File: config.mk
export PLATFORM = sky130hd
export DESIGN_NAME = moore_seq_controller
export DESIGN_NICKNAME = d
export VERILOG_FILES = /design/src/rtl/moore_seq_pkg.sv /design/src/rtl/moore_seq_controller_shifter.sv /design/src/rtl/moore_seq_controller.sv
export SDC_FILE = /design/constraint.sdc
export NUM_CORES = 1
export LEC_CHECK = 0
export ABC_AREA = 1
export CORE_MARGIN = 2
export CORE_UTILIZATION = 50
export CTS_BUF_LIST = sky130_fd_sc_hd__clkbuf_16
export DETAILED_ROUTE_END_ITERATION = 8
export PLACE_DENSITY_LB_ADDON = 0.25
export SLEW_MARGIN = 30
export SYNTH_ARGS = -nofsm -noshare
export SYNTH_HDL_FRONTEND = slang
export SYNTH_HIERARCHICAL = 1
export SYNTH_SLANG_ARGS = --single-unit
File: constraint.sdc
create_clock -name CLK -period 2.4 [get_ports CLK]
set_input_delay 0.48 -clock CLK [delete_from_list [all_inputs] [get_ports CLK]]
set_output_delay 0.48 -clock CLK [all_outputs]
set_load 0.02 [all_outputs]
File: src/rtl/moore_seq_pkg.sv
// moore_seq_pkg: shared state encodings and default widths for the
// Moore detector sequencer and the detector testbenches.
package moore_seq_pkg;

    localparam int DEF_PAT_W = 8;
    localparam int DEF_LEN_W = 4;
    localparam int DEF_CNT_W = 4;

    typedef enum logic [1:0] {
        ST_IDLE  = 2'b00,
        ST_RUN   = 2'b01,
        ST_DRAIN = 2'b10,
        ST_DONE  = 2'b11
    } seq_state_e;

endpackage

File: src/rtl/moore_seq_controller_shifter.sv
// moore_pattern_shifter: holds the not-yet-driven pattern bits and tracks
// which bit index is currently on E.
module moore_pattern_shifter
    import moore_seq_pkg::*;
#(
    parameter int PAT_W = DEF_PAT_W,
    parameter int LEN_W = DEF_LEN_W
) (
    input  logic             clk_i,
    input  logic             rst_i,
    input  logic             load_i,
    input  logic             shift_i,
    input  logic [PAT_W-1:0] pattern_i,
    input  logic [LEN_W-1:0] len_i,
    output logic             next_bit_o,
    output logic             last_o
);

    logic [PAT_W-1:0] shreg_q, shreg_d;
    logic [LEN_W-1:0] idx_q, idx_d;
    logic [LEN_W-1:0] len_q, len_d;

    // Bit 0 goes straight onto E at load, so only the remainder is kept.
    always_comb begin
        shreg_d = shreg_q;
        idx_d   = idx_q;
        len_d   = len_q;
        if (load_i) begin
            shreg_d = pattern_i >> 1;
            idx_d   = '0;
            len_d   = len_i;
        end else if (shift_i) begin
            shreg_d = shreg_q >> 1;
            idx_d   = idx_q + LEN_W'(1);
        end
    end

    always_ff @(posedge clk_i or posedge rst_i) begin
        if (rst_i) begin
            shreg_q <= '0;
            idx_q   <= '0;
            len_q   <= '0;
        end else begin
            shreg_q <= shreg_d;
            idx_q   <= idx_d;
            len_q   <= len_d;
        end
    end

    assign next_bit_o = shreg_q[0];
    assign last_o     = (idx_q + LEN_W'(1)) == len_q;

endmodule

File: src/rtl/moore_seq_controller.sv
// moore_seq_controller: drives a captured pattern onto the detector's E,
// counts F over the Moore-lagged window and reports count and final {A,B}.
module moore_seq_controller
    import moore_seq_pkg::*;
#(
    parameter int PAT_W = DEF_PAT_W,
    parameter int LEN_W = DEF_LEN_W,
    parameter int CNT_W = DEF_CNT_W
) (
    input  logic             CLK,
    input  logic             reset,
    input  logic             start,
    input  logic             abort,
    input  logic [PAT_W-1:0] pattern,
    input  logic [LEN_W-1:0] len,
    input  logic             fsm_A,
    input  logic             fsm_B,
    input  logic             fsm_F,
    output logic             E,
    output logic             busy,
    output logic             done,
    output logic             aborted,
    output logic [CNT_W-1:0] f_count,
    output logic [1:0]       final_ab
);

    localparam logic [LEN_W-1:0] PAT_LEN = LEN_W'(PAT_W);
    localparam logic [CNT_W-1:0] CNT_MAX = {CNT_W{1'b1}};

    seq_state_e       state_q;
    logic             e_q;
    logic             busy_q;
    logic             done_q;
    logic             aborted_q;
    logic             sample_en_q;
    logic [CNT_W-1:0] cnt_q;
    logic [1:0]       final_ab_q;

    logic [LEN_W-1:0] len_clamp;
    logic             accept;
    logic             shift;
    logic             next_bit;
    logic             last_bit;

    assign len_clamp = (len > PAT_LEN) ? PAT_LEN : len;
    assign accept    = (state_q == ST_IDLE) && start;
    assign shift     = (state_q == ST_RUN) && !abort && !last_bit;

    moore_pattern_shifter #(
        .PAT_W (PAT_W),
        .LEN_W (LEN_W)
    ) u_shifter (
        .clk_i      (CLK),
        .rst_i      (reset),
        .load_i     (accept),
        .shift_i    (shift),
        .pattern_i  (pattern),
        .len_i      (len_clamp),
        .next_bit_o (next_bit),
        .last_o     (last_bit)
    );

    always_ff @(posedge CLK or posedge reset) begin
        if (reset) begin
            state_q     <= ST_IDLE;
            e_q         <= 1'b0;
            busy_q      <= 1'b0;
            done_q      <= 1'b0;
            aborted_q   <= 1'b0;
            sample_en_q <= 1'b0;
            cnt_q       <= '0;
            final_ab_q  <= 2'b00;
        end else begin
            done_q      <= 1'b0;
            aborted_q   <= 1'b0;
            // Detector output lags E by one clock, so sampling trails RUN.
            sample_en_q <= (state_q == ST_RUN) && !abort;
            if (sample_en_q && fsm_F && (cnt_q != CNT_MAX)) begin
                cnt_q <= cnt_q + CNT_W'(1);
            end
            unique case (state_q)
                ST_IDLE: begin
                    if (start) begin
                        cnt_q <= '0;
                        if (len_clamp == '0) begin
                            state_q <= ST_DONE;
                            done_q  <= 1'b1;
                        end else begin
                            state_q <= ST_RUN;
                            e_q     <= pattern[0];
                            busy_q  <= 1'b1;
                        end
                    end
                end
                ST_RUN: begin
                    if (abort) begin
                        state_q   <= ST_IDLE;
                        e_q       <= 1'b0;
                        busy_q    <= 1'b0;
                        aborted_q <= 1'b1;
                    end else if (last_bit) begin
                        state_q <= ST_DRAIN;
                        e_q     <= 1'b0;
                    end else begin
                        e_q <= next_bit;
                    end
                end
                ST_DRAIN: begin
                    busy_q <= 1'b0;
                    if (abort) begin
                        state_q   <= ST_IDLE;
                        aborted_q <= 1'b1;
                    end else begin
                        state_q <= ST_DONE;
                        done_q  <= 1'b1;
                    end
                end
                ST_DONE: begin
                    final_ab_q <= {fsm_A, fsm_B};
                    state_q    <= ST_IDLE;
                end
            endcase
        end
    end

    assign E        = e_q;
    assign busy     = busy_q;
    assign done     = done_q;
    assign aborted  = aborted_q;
    assign f_count  = cnt_q;
    assign final_ab = final_ab_q;

endmodule

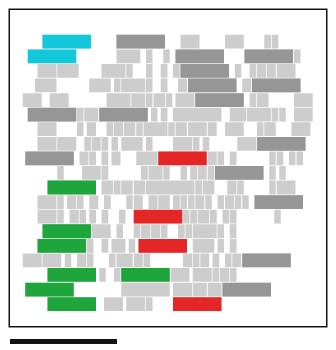
Run 1: sequential cells grouped by signal name
Bar = 20 µm. Other sequential cells in the stronger grey, the rest of the logic in the fainter grey.
Red is `u_shifter/idx_q`, sequential cells 4. Cyan is `final_ab`, sequential cells 2. Green is `u_shifter/shreg_q`, sequential cells 7, where lower left.
Another 15 sequential cells are not coloured.
Seq/total area: 36.7%
Sequential Power: 0.774 mW
Final Util: 68.0%
Register Area: 701 µm²

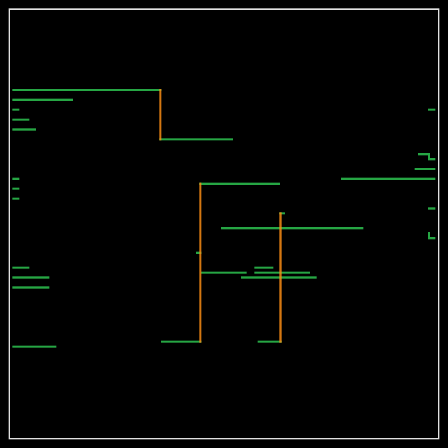
Run 1: signal wires by layer
Only two layers are drawn.
Green is met3, wire length 149 µm. Orange is met4, wire length 46.2 µm.

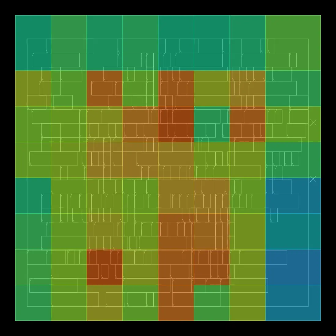
Run 1: congestion heat map
Overall Global Routing Usage: 20.8%
met3 GRT Util: 4.62%
met2 Use GR: 34.8%
grt met1 use: 27.0%

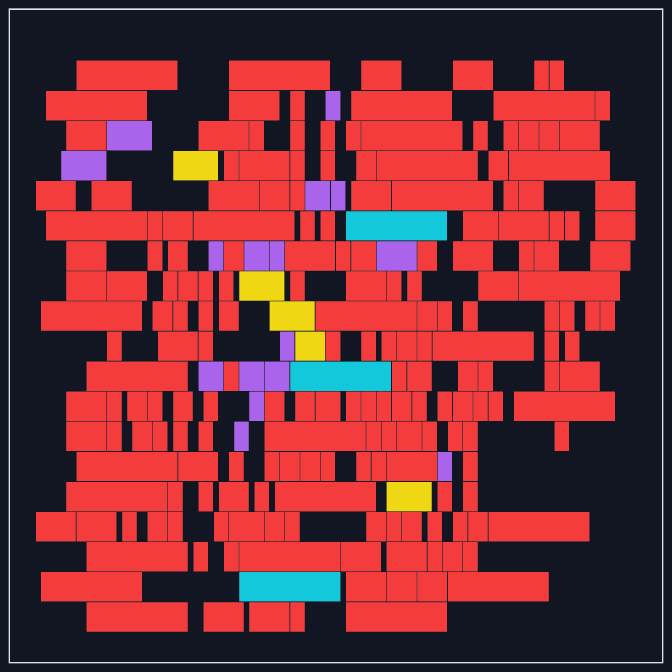
Run 1: sizing map
Yellow is drive 3 to 4, cells 5, share 2.3%. Cyan is drive 6 and up, cells 3, share 1.4%. Red is drive 1 or less, cells 196, share 89%. Purple is drive 2, cells 16, share 7.3%.

==> out/metrics.yaml, run 1 <==
setup-tns-final_ns: 0
antenna_found_initial: 0
root_buffer: "clkbuf_16"
cp.depth: 13
die-area_um2: 3480
wire_per_inst_um: 12.6
dpl.cell_count: 247
tool_warnings: 30
nNetsFinal: 247
cp_cell_sequence: "ha_1 -> inv_1 -> nand2_1 -> nand2_1 -> nor2_1 -> nand3_1 -> nor2_1 -> nor2_4 -> inv_1 -> nand2_2 -> inv_2 -> nand2_1 -> o211ai_1"
synth_area_leader_cell: "dfrtp_1"
yosys_area_um2: 1510
hold_depth: 2
fmax_ghz: 0.532
h-tree-depth: 1
port-buffer-count: 28
min_period_over_period_pct: 78.3
hold_viol: 0
met1_length_mm: 1.40
antenna_cells: 0
ys.flop_type: "dfrtp_1"
syn_to_final_growth_pct: 26.3
fin_skew_ns: 0.00568
antenna_left: 0
holdCritPathClass: "flip-flop to flip-flop"
crit_path_end_kind: "flip-flop"
hpwlAfterDp_mm: 2.45
fillers: 243
synth_flops: 28
setup_viol: 0
fin_ws_ns: 0.520
topCellsByArea: "dfrtp_1 46%, nand2_1 14%, inv_1 6.5%"
placed_area_um2: 1830
synthCells: 189
violations: "design-rule violations"
start_kind: "flip-flop"
critPathArrivalTime_ns: 2.04
top_usage_layer: "met2"
avgSynthCellArea_um2: 7.99
ys_cells: 189
drc_errors: 2
synth-edff-count: 0
yosys-top-cells-count: "57 x nand2_1, 28 x dfrtp_1, 26 x inv_1"
die_y_um: 59.0
largest_register: "u_shifter/shreg_q"
yosysWarnings: 6
slowest_stage: "dfrtp_1"
status: "complete, but fails checks"
clk_path_buf_depth: 2
r2r_end: "u_shifter/shreg_q[4]"
largest_reg_flops: 7
grt_overflow_total: 0
final_cell_area_um2: 1910
clk_pin_slew_ns: 0.07
grt_first_pass_wirelength_mm: 5.38
cts_buffers: 3
max_slew_margin_pct: 61.4
num_vias: 1294
cts_tree: "done"
ir_drop_v: 0.000662
[run 1: final cells by class]
| class | count | area [µm²] | share of cell area [%] |
|---|---|---|---|
| flip-flops and latches | 28 | 701 | 36.7 |
| multi-input cells | 125 | 673 | 35.3 |
| repair buffers | 29 | 288 | 15.1 |
| inverters | 34 | 128 | 6.69 |
| clock buffers | 3 | 75.1 | 3.94 |
| well taps | 31 | 38.8 | 2.03 |
| clock inverters | 1 | 3.75 | 0.197 |
[run 1: power groups by stage]
stage	combinational [mW]	sequential, mW	clock (mW)
2_1_floorplan	0.584	0.828	0
3_3_place_gp	0.918	0.772	0
5_1_grt	1.07	0.797	0.404
6_report	0.949	0.774	0.378
3_5_place_dp	0.946	0.781	0
4_1_cts	0.956	0.775	0.391
Run 1, gate-type map:
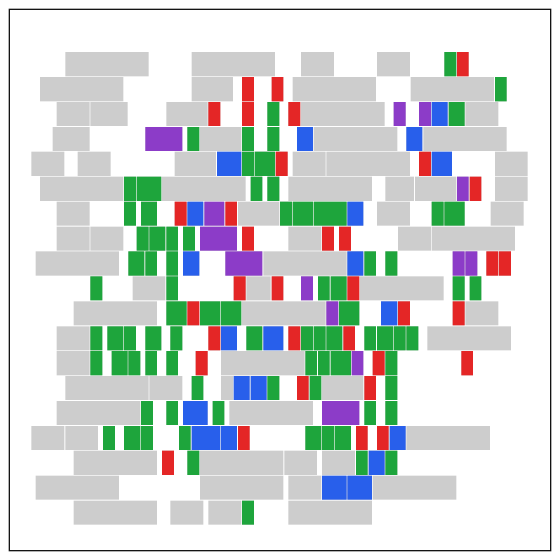

==> run 2, diff against run 1 <==
==> constraint.sdc (replaced) <==
create_clock -name CLK -period 1.75 [get_ports CLK]
set_input_delay 0.35 -clock CLK [delete_from_list [all_inputs] [get_ports CLK]]
set_output_delay 0.35 -clock CLK [all_outputs]
set_load 0.02 [all_outputs]
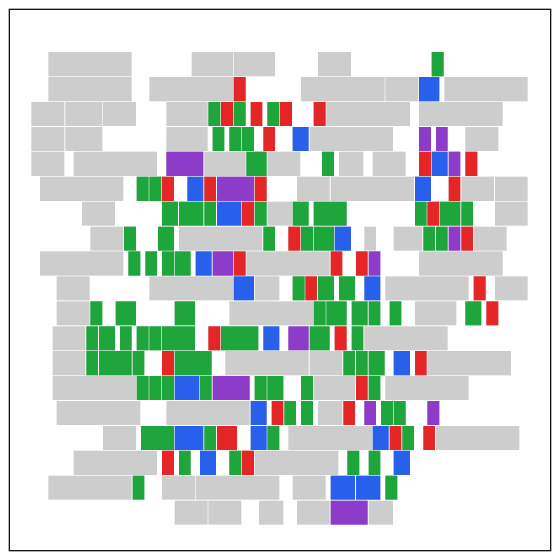
Run 2: gate-type map
Green is NAND gates, cells 81. Blue is inverting AOI/OAI gates, cells 21. Purple is NOR gates, cells 13. Red is inverters, cells 34.
Comb/total area: 35.6%
dominant logic cell type in the layout: nand2_1
non-filler cells, final: 256

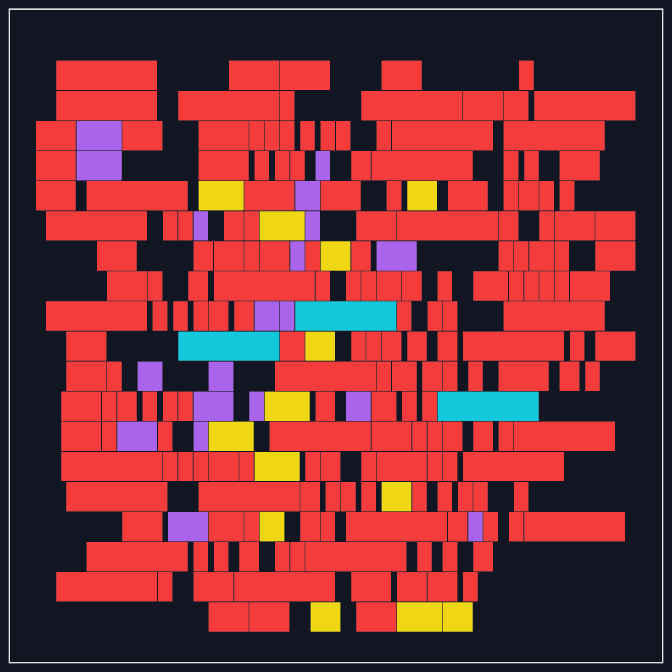
Run 2: sizing map
Yellow is drive 3 to 4, cells 13, share 5.8%. Red is drive 1 or less, cells 190, share 84%. Cyan is drive 6 and up, cells 3, share 1.3%. Purple is drive 2, cells 19, share 8.4%.

==> out/metrics.yaml, run 2 <==
yosysWarnings: 6  # unchanged
topCellsByArea: "dfrtp_1 46%, nand2_1 14%, inv_1 6.5%"  # unchanged
cts_tree: "done"  # unchanged
power_leader: "combinational logic"  # unchanged
drc_errors: 2  # unchanged
dpl.cell_count: 251  # was 247
wire_per_inst_um: 12.8  # was 12.6 µm
slowest_stage: "dfrtp_1"  # unchanged
die-area_um2: 3480  # unchanged
p_seq_mw: 1.05  # was 0.774 mW
fin_util_pct: 70.5  # was 68.0%
crit_path_end_kind: "flip-flop"  # unchanged
violations: "design-rule violations"  # unchanged
largest_reg_flops: 7  # unchanged
hold_viol: 0  # unchanged
fin_skew_ns: 0.00429  # was 0.00568 ns
synth-edff-count: 0  # unchanged
pg_clk_mw: 0.518  # was 0.378 mW
antenna_left: 0  # unchanged
port-buffer-count: 28  # unchanged
syn_to_final_growth_pct: 30.9  # was 26.3%
yosys-top-cells-count: "57 x nand2_1, 28 x dfrtp_1, 26 x inv_1"  # unchanged
clock_buffers: 3  # unchanged
clk_pin_slew_ns: 0.07  # about the same
grt_first_pass_wirelength_mm: 5.42  # was 5.38 mm
met1_usage_pct: 25.2  # was 27.0%
grt_overflow_total: 0  # unchanged
h-tree-depth: 1  # unchanged
fin_ws_ns: 0.0550  # was 0.520 ns
antenna_cells: 0  # unchanged
status: "complete, but fails checks"  # unchanged
ir_drop_v: 0.00104  # was 0.000662 V
tool_warnings: 31  # was 30
ff_latch_area_um2: 701  # unchanged
critPathArrivalTime_ns: 1.84  # was 2.04 ns
r2r_end: "u_shifter/shreg_q[0]"  # was u_shifter/shreg_q[4]
final_cell_area_um2: 1980  # was 1910 µm²
avgSynthCellArea_um2: 7.99  # unchanged
max_slew_margin_pct: 61.5  # was 61.4%
num_vias: 1321  # was 1,294
tap_cells: 31  # unchanged
## run 2: cell counts after synthesis
Identical to the previous run, type by type.
## run 2: cell families after synthesis
family	Yosys count	share of synthesized area (%)
mux	2	1.49
buf+inv	36	9.03
flops	28	46.4
simple gates	94	28.7
fa+ha+maj	7	5.80
xor+xnor	1	0.580
compound gates	21	8.04
## run 2: worst min-delay path by stage
| stage | slack (ns) | to |
|---|---|---|
| 2_1_floorplan | 0.23 | E |
| 3_3_place_gp | 0.47 | E |
| 3_5_place_dp | 0.47 | E |
| 4_1_cts | 0.48 | busy |
| 5_1_grt | 0.49 | busy |
| 6_report | 0.44 | E |
## run 2: what timing repair did
item                       CTS  global route
resized                      1            10
buffers inserted             0             1
setup endpoints to repair    7            10
pin swaps                    0             4
Run 2, sequential cells grouped by signal name:
Bar = 20 µm. Other sequential cells in the stronger grey, the rest of the logic in the fainter grey.
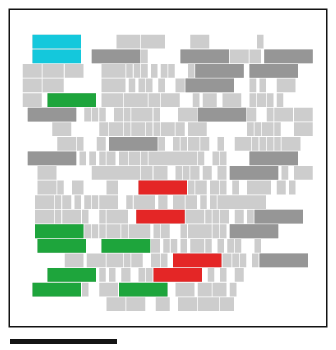

==> run 3, diff against run 2 <==
--- a/config.mk
+++ b/config.mk
@@ -10,6 +10,7 @@
 export CORE_UTILIZATION = 50
 export CTS_BUF_LIST = sky130_fd_sc_hd__clkbuf_16
 export DETAILED_ROUTE_END_ITERATION = 8
+export GPL_TIMING_DRIVEN = 0
 export PLACE_DENSITY_LB_ADDON = 0.25
 export SLEW_MARGIN = 30
 export SYNTH_ARGS = -nofsm -noshare
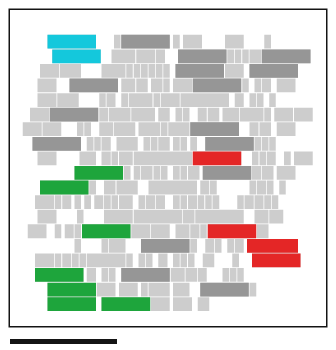
Run 3: sequential cells grouped by signal name
Bar = 20 µm. Other sequential cells in the stronger grey, the rest of the logic in the fainter grey.
Cyan is `final_ab`, sequential cells 2. Red is `u_shifter/idx_q`, sequential cells 4, where lower right. Green is `u_shifter/shreg_q`, sequential cells 7, where lower left.
Another 15 sequential cells are not coloured.
Register Area: 702 µm²
Seq/total area: 34.4%

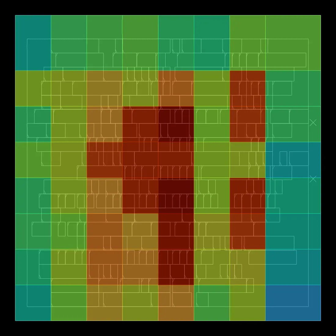
Run 3: congestion heat map
Most Crowded Layer GR: met2
grt met1 use: 28.5%
met3 GRT Util: 3.30%

==> out/metrics.yaml, run 3 <==
final_cell_area_um2: 2040  # was 1980 µm²
yosysWarnings: 6  # unchanged
fin_util_pct: 72.7  # was 70.5%
fin_ws_ns: -0.0240  # was 0.0550 ns
fin_skew_ns: 0.00213  # was 0.00429 ns
root_buffer: "clkbuf_16"  # unchanged
num_vias: 1374  # was 1,321
port-buffer-count: 28  # unchanged
power_leader: "combinational logic"  # unchanged
dpl.cell_count: 248  # was 251
status: "complete, but fails checks"  # unchanged
crit_path_end_kind: "flip-flop"  # unchanged
p_seq_mw: 1.06  # was 1.05 mW
logic_area_um2: 719  # was 703 µm²
largest_reg_flops: 7  # unchanged
grt_first_pass_wirelength_mm: 6.07  # was 5.42 mm
ys_sh_aoi_pct: 8.04  # unchanged
violations: "design-rule violations, negative setup slack"  # was design-rule violations
yosys-top-cells-count: "57 x nand2_1, 28 x dfrtp_1, 26 x inv_1"  # unchanged
clk_path_buf_depth: 2  # unchanged
setup_viol: 7  # was 0
cts_tree: "done"  # unchanged
instances_no_fill: 257  # was 256
critPathArrivalTime_ns: 1.90  # was 1.84 ns
drc_errors: 2  # unchanged
antenna_left: 0  # unchanged
clk_pin_slew_ns: 0.07  # about the same
fillers: 210  # was 231
cts_buffers: 3  # unchanged
holdCritPathClass: "input port to asynchronous set/reset pin"  # unchanged
avgSynthCellArea_um2: 7.99  # unchanged
antenna_cells: 0  # unchanged
die-area_um2: 3480  # unchanged
start_kind: "flip-flop"  # unchanged
ir_drop_v: 0.000869  # was 0.00104 V
cp_cell_sequence: "inv_1 -> ha_2 -> nand2_2 -> inv_2 -> inv_2 -> nand2_4 -> clkinv_4 -> nand2_1 -> o211ai_1"  # was ha_1 -> inv_1 -> nand2_1 -> nand2_1 -> nor2_1 -> nand3_1 -> nor2_2 -> nor2_4 -> inv_2 -> nand2_4 -> inv_4 -> nand2_1 -> nand3_2
-- run 3: cell counts after synthesis --
Identical to the previous run, type by type.
-- run 3: layout make-up --
cell class	count	area share [%]
Buffer	2	0.429
Clock buffer	3	3.68
Multi-Input combinational cell	125	35.3
Timing Repair Buffer	33	16.4
Tap cell	31	1.90
Inverter	34	6.50
Clock inverter	1	1.47
Sequential cell	28	34.4
-- run 3: repair_timing --
action / in CTS / in global routing
gates resized: 8 / 14
buffers inserted: 4 / 1
pin swaps: 2 / 3
setup endpoints to repair: 13 / 18
cloned: 0 / 0
-- run 3: metal layers --
layer  global-route usage (%)  wire length [µm]  vias up
met3                     3.30               134       11
met2                     41.1              1890       40
li1                         -                 -      671
met5                        0                 0        -
met1                     28.5              1490      652
met4                     8.77                81        0
Power is estimated from default activity; no workload was simulated.
